[src/rtl/uop_mem_access_pkg.sv]
// Shared definitions for the memory access stage: FSM states, command/width codes
// and the captured request descriptor.
package uop_mem_access_pkg;

  typedef enum logic [1:0] {
    IDLE = 2'd0,
    LO   = 2'd1,
    HI   = 2'd2,
    DONE = 2'd3
  } mem_state_e;

  localparam logic MEM_CMD_RD = 1'b0;
  localparam logic MEM_CMD_WR = 1'b1;

  localparam logic MEM_W_BYTE = 1'b0;
  localparam logic MEM_W_WORD = 1'b1;

  // Request attributes held for the whole access; write high byte waits for the HI phase.
  typedef struct packed {
    logic       cmd;
    logic       width;
    logic [7:0] wdata_hi;
  } mem_req_t;

endpackage

[src/rtl/mem_addr_inc.sv]
// Combinational next-byte address; PAGE_WRAP=1 keeps the upper byte (256-byte page wrap),
// PAGE_WRAP=0 does a full 16-bit increment wrapping 0xFFFF to 0x0000.
module mem_addr_inc #(
  parameter int unsigned PAGE_WRAP = 0
) (
  input  logic [15:0] addr_i,
  output logic [15:0] addr_o
);

  logic [7:0]  lo_inc;
  logic [15:0] full_inc;

  assign lo_inc   = addr_i[7:0] + 8'd1;
  assign full_inc = addr_i + 16'd1;
  assign addr_o   = (PAGE_WRAP != 0) ? {addr_i[15:8], lo_inc} : full_inc;

endmodule

[src/rtl/uop_mem_access.sv]
// Memory access stage: byte/word accesses over an 8-bit req/ack bus, min 2 cycles (byte) / 3 (word).
// Stalls execute via registered stop while busy; requests or MAR writes arriving while busy are dropped.
module uop_mem_access #(
  parameter int unsigned PAGE_WRAP = 0
) (
  input  logic        clk,
  input  logic        a_rst,
  input  logic        mar_wr,
  input  logic [15:0] mar_in,
  input  logic        mem_rq,
  input  logic        mem_rq_cmd,
  input  logic        mem_rq_width,
  input  logic        mem_tag,
  input  logic [15:0] wr_data,
  output logic        stop,
  output logic [15:0] rd_data,
  output logic        rd_valid,
  output logic        rd_tag,
  output logic [15:0] bus_addr,
  output logic [7:0]  bus_wdata,
  output logic        bus_we,
  output logic        bus_req,
  input  logic        bus_ack,
  input  logic [7:0]  bus_rdata
);

  import uop_mem_access_pkg::*;

  mem_state_e  state_q, state_d;
  mem_req_t    req_q, req_d;
  logic [15:0] mar_q, mar_d;
  logic [15:0] rd_data_q, rd_data_d;
  logic        rd_valid_q, rd_valid_d;
  logic        rd_tag_q, rd_tag_d;
  logic [15:0] bus_addr_q, bus_addr_d;
  logic [7:0]  bus_wdata_q, bus_wdata_d;
  logic        bus_we_q, bus_we_d;
  logic        bus_req_q, bus_req_d;

  logic [15:0] eff_addr;
  logic [15:0] next_addr;
  logic        xfer_done;

  mem_addr_inc #(
    .PAGE_WRAP(PAGE_WRAP)
  ) u_addr_inc (
    .addr_i(bus_addr_q),
    .addr_o(next_addr)
  );

  // Same-cycle MAR write bypasses into the access address.
  assign eff_addr  = mar_wr ? mar_in : mar_q;
  assign xfer_done = bus_ack && bus_req_q;

  always_comb begin
    state_d     = state_q;
    req_d       = req_q;
    mar_d       = mar_q;
    rd_data_d   = rd_data_q;
    rd_valid_d  = 1'b0;
    rd_tag_d    = rd_tag_q;
    bus_addr_d  = bus_addr_q;
    bus_wdata_d = bus_wdata_q;
    bus_we_d    = bus_we_q;
    bus_req_d   = bus_req_q;

    case (state_q)
      IDLE: begin
        if (mar_wr) begin
          mar_d = mar_in;
        end
        if (mem_rq) begin
          req_d.cmd      = mem_rq_cmd;
          req_d.width    = mem_rq_width;
          req_d.wdata_hi = wr_data[15:8];
          rd_tag_d       = mem_tag;
          bus_addr_d     = eff_addr;
          bus_we_d       = mem_rq_cmd;
          bus_wdata_d    = wr_data[7:0];
          bus_req_d      = 1'b1;
          state_d        = LO;
        end
      end

      LO: begin
        if (xfer_done) begin
          if (req_q.cmd == MEM_CMD_RD) begin
            rd_data_d[7:0] = bus_rdata;
            if (req_q.width == MEM_W_BYTE) begin
              rd_data_d[15:8] = 8'h00;
            end
          end
          if (req_q.width == MEM_W_WORD) begin
            bus_addr_d  = next_addr;
            bus_wdata_d = req_q.wdata_hi;
            state_d     = HI;
          end else begin
            bus_req_d  = 1'b0;
            bus_we_d   = 1'b0;
            rd_valid_d = (req_q.cmd == MEM_CMD_RD);
            state_d    = DONE;
          end
        end
      end

      HI: begin
        if (xfer_done) begin
          if (req_q.cmd == MEM_CMD_RD) begin
            rd_data_d[15:8] = bus_rdata;
          end
          bus_req_d  = 1'b0;
          bus_we_d   = 1'b0;
          rd_valid_d = (req_q.cmd == MEM_CMD_RD);
          state_d    = DONE;
        end
      end

      DONE: begin
        state_d = IDLE;
      end

      default: begin
        state_d = IDLE;
      end
    endcase
  end

  always_ff @(posedge clk or negedge a_rst) begin
    if (!a_rst) begin
      state_q     <= IDLE;
      req_q       <= '0;
      mar_q       <= 16'h0000;
      rd_data_q   <= 16'h0000;
      rd_valid_q  <= 1'b0;
      rd_tag_q    <= 1'b0;
      bus_addr_q  <= 16'h0000;
      bus_wdata_q <= 8'h00;
      bus_we_q    <= 1'b0;
      bus_req_q   <= 1'b0;
    end else begin
      state_q     <= state_d;
      req_q       <= req_d;
      mar_q       <= mar_d;
      rd_data_q   <= rd_data_d;
      rd_valid_q  <= rd_valid_d;
      rd_tag_q    <= rd_tag_d;
      bus_addr_q  <= bus_addr_d;
      bus_wdata_q <= bus_wdata_d;
      bus_we_q    <= bus_we_d;
      bus_req_q   <= bus_req_d;
    end
  end

  // Decoded straight from the state register so stop never depends on mem_rq.
  assign stop      = (state_q != IDLE);
  assign rd_data   = rd_data_q;
  assign rd_valid  = rd_valid_q;
  assign rd_tag    = rd_tag_q;
  assign bus_addr  = bus_addr_q;
  assign bus_wdata = bus_wdata_q;
  assign bus_we    = bus_we_q;
  assign bus_req   = bus_req_q;

endmodule

[config.mk]
export PLATFORM = sky130hd
export DESIGN_NAME = uop_mem_access
export DESIGN_NICKNAME = d
export VERILOG_FILES = /design/src/rtl/uop_mem_access_pkg.sv /design/src/rtl/mem_addr_inc.sv /design/src/rtl/uop_mem_access.sv
export SDC_FILE = /design/constraint.sdc
export NUM_CORES = 1
export LEC_CHECK = 0
export CAP_MARGIN = 20
export CORE_ASPECT_RATIO = 1.25
export CORE_MARGIN = 10
export CORE_UTILIZATION = 44
export DETAILED_ROUTE_END_ITERATION = 10
export MAX_ROUTING_LAYER = met4
export PLACE_DENSITY_LB_ADDON = 0.05
export SLEW_MARGIN = 30
export SYNTH_ARGS = -nofsm -noshare
export SYNTH_HDL_FRONTEND = slang
export SYNTH_HIERARCHICAL = 1
export SYNTH_SLANG_ARGS = --single-unit
export TNS_END_PERCENT = 5
[constraint.sdc]
create_clock -name clk -period 2.05 [get_ports clk]
set_clock_uncertainty 0.1 [all_clocks]
set_input_delay 0.615 -clock clk [delete_from_list [all_inputs] [get_ports clk]]
set_output_delay 0.615 -clock clk [all_outputs]
set_load 0.01 [all_outputs]
Selected gate families:
Drawn at 3 px/um.
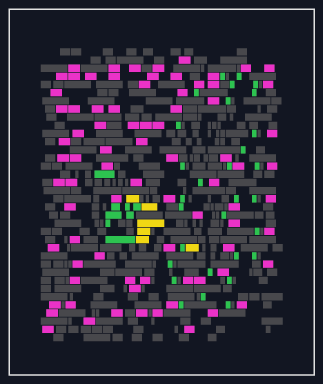
[green] aoi and oai cells | cells: 38
[yellow] fa/ha/maj cells | cells: 6 | where: center
[magenta] mux cells | cells: 80

Nets reached from selected ports:
Drawn at 4 px/um.
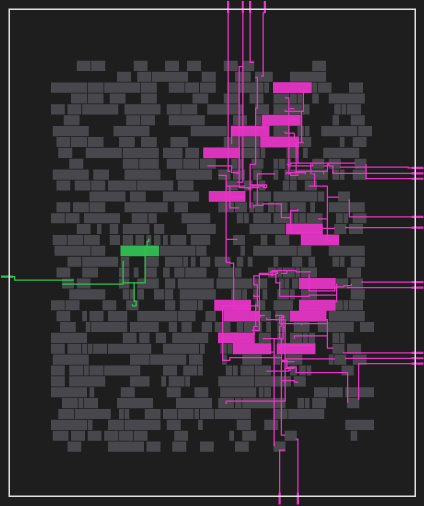
[green] bus_req | direction: output | edge: west | end cells: 1 | buffers: 1 | wire: 64.5 um
[magenta] bus_addr | direction: output | edge: 10 east, 4 north, 2 south | end cells: 16 | buffers: 18 | wire: 1020 um

Clock routing:
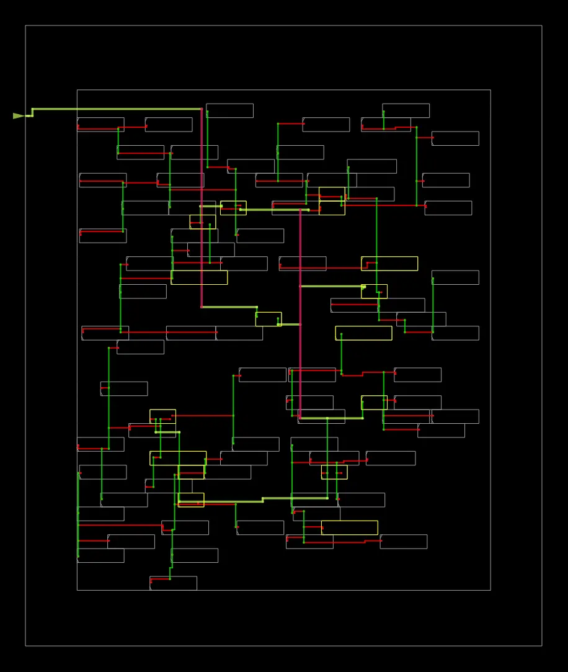
Flops: 72
CTS Buf Count: 9
clk sinks: 72
Skew-Pair Late Insertion Delay: 0.35 ns
clock buffer count: 11

==> out/metrics.cfg <==
[global_route]
busiest_layer=met2
first_global_vias=2948
antenna_found_initial=0
overflow=0
grt_max_degree=73
met1_usage_pct=17.1

[cts]
cts.clk_slew.worst_paths_ns=0.07
cts.repair.resized=29
postCtsSetupRepairBufs=0
cts-root-buf=clkbuf_8
cts_tree=yes

[critical_path]
cp_top_family=buffers and inverters
worst-path-max-fanout=3
cp_num_cells=4
cpMaxStageDelayCell=dfrtp_1
r2r_start=state_q[0]
path_class=reg -> out
reg2reg_depth=6
cp.required_ns=1.33

[floorplanning]
coreArea_um2=7930
die_h_um=121
initial_core_util_pct=45.7
dieArea_um2=12300
fp-row-count=36

[placed_design]
dp.cells=515
detailed_place_hpwl_um=6370
place_area_um2=4840

[power_and_ir_drop]
clock_net_power_mw=1.67
power.density_nw_per_um2=1610
clockPowerShare_pct=20.1
power_switching_mw=2.83
p_seq_share_pct=31.7
top_power_group=combinational logic
vdd_drop_max_uv=805

[yosys]
synthCells=318
netlist_area_um2=3620
yosys.stat.seqShare_pct=49.8
ys_sh_adder_pct=2.07
top_area_share_pct=49.8
async_flop_share_pct=100
ys_cells=318

[layout]
regArea_um2=1810
multiInputCombCellCount=214
sh_comb_area_pct=32.9
final_common_cell=clkdlybuf4s50_1
final_cell_count_no_fill=531
buf_share_pct=22.6
combGateArea_um2=1700

[flow_run]
maxCapViolations=0
warnings=32

[final_timing]
fin_hold_ws_ns=0.177
tightest_slew_ns=0.395
setup_ws_ns=0.0544
setup_violations=0
relSlewSlack_pct=73.6

[worst_hold_path]
hold_class=in -> async

[route]
dr_wl_met2_um=4440
drt_wl_total_um=8590
first_iter_violations=88
dr_wl_met3_um=442
via_count=2695

[status]
status=finished, final reports clean

Signal wires by layer:
Drawn at 3 px/um.
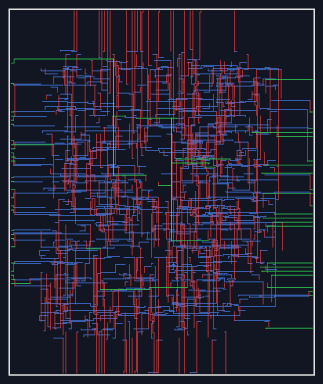
[blue] metal 1 | wire length: 3630 um
[orange] metal 4 | wire length: 79.6 um
[green] metal 3 | wire length: 443 um
[red] metal 2 | wire length: 4440 um

Register map, names as in the netlist:
Drawn at 2 px/um. Other sequential cells in the stronger gray, the rest of the logic in the fainter gray.
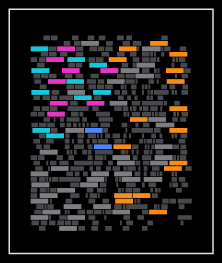
[blue] state_q | flops: 2
[magenta] bus_wdata | flops: 8 | where: north-west
[cyan] req_q | flops: 10
[orange] mar_q | flops: 16

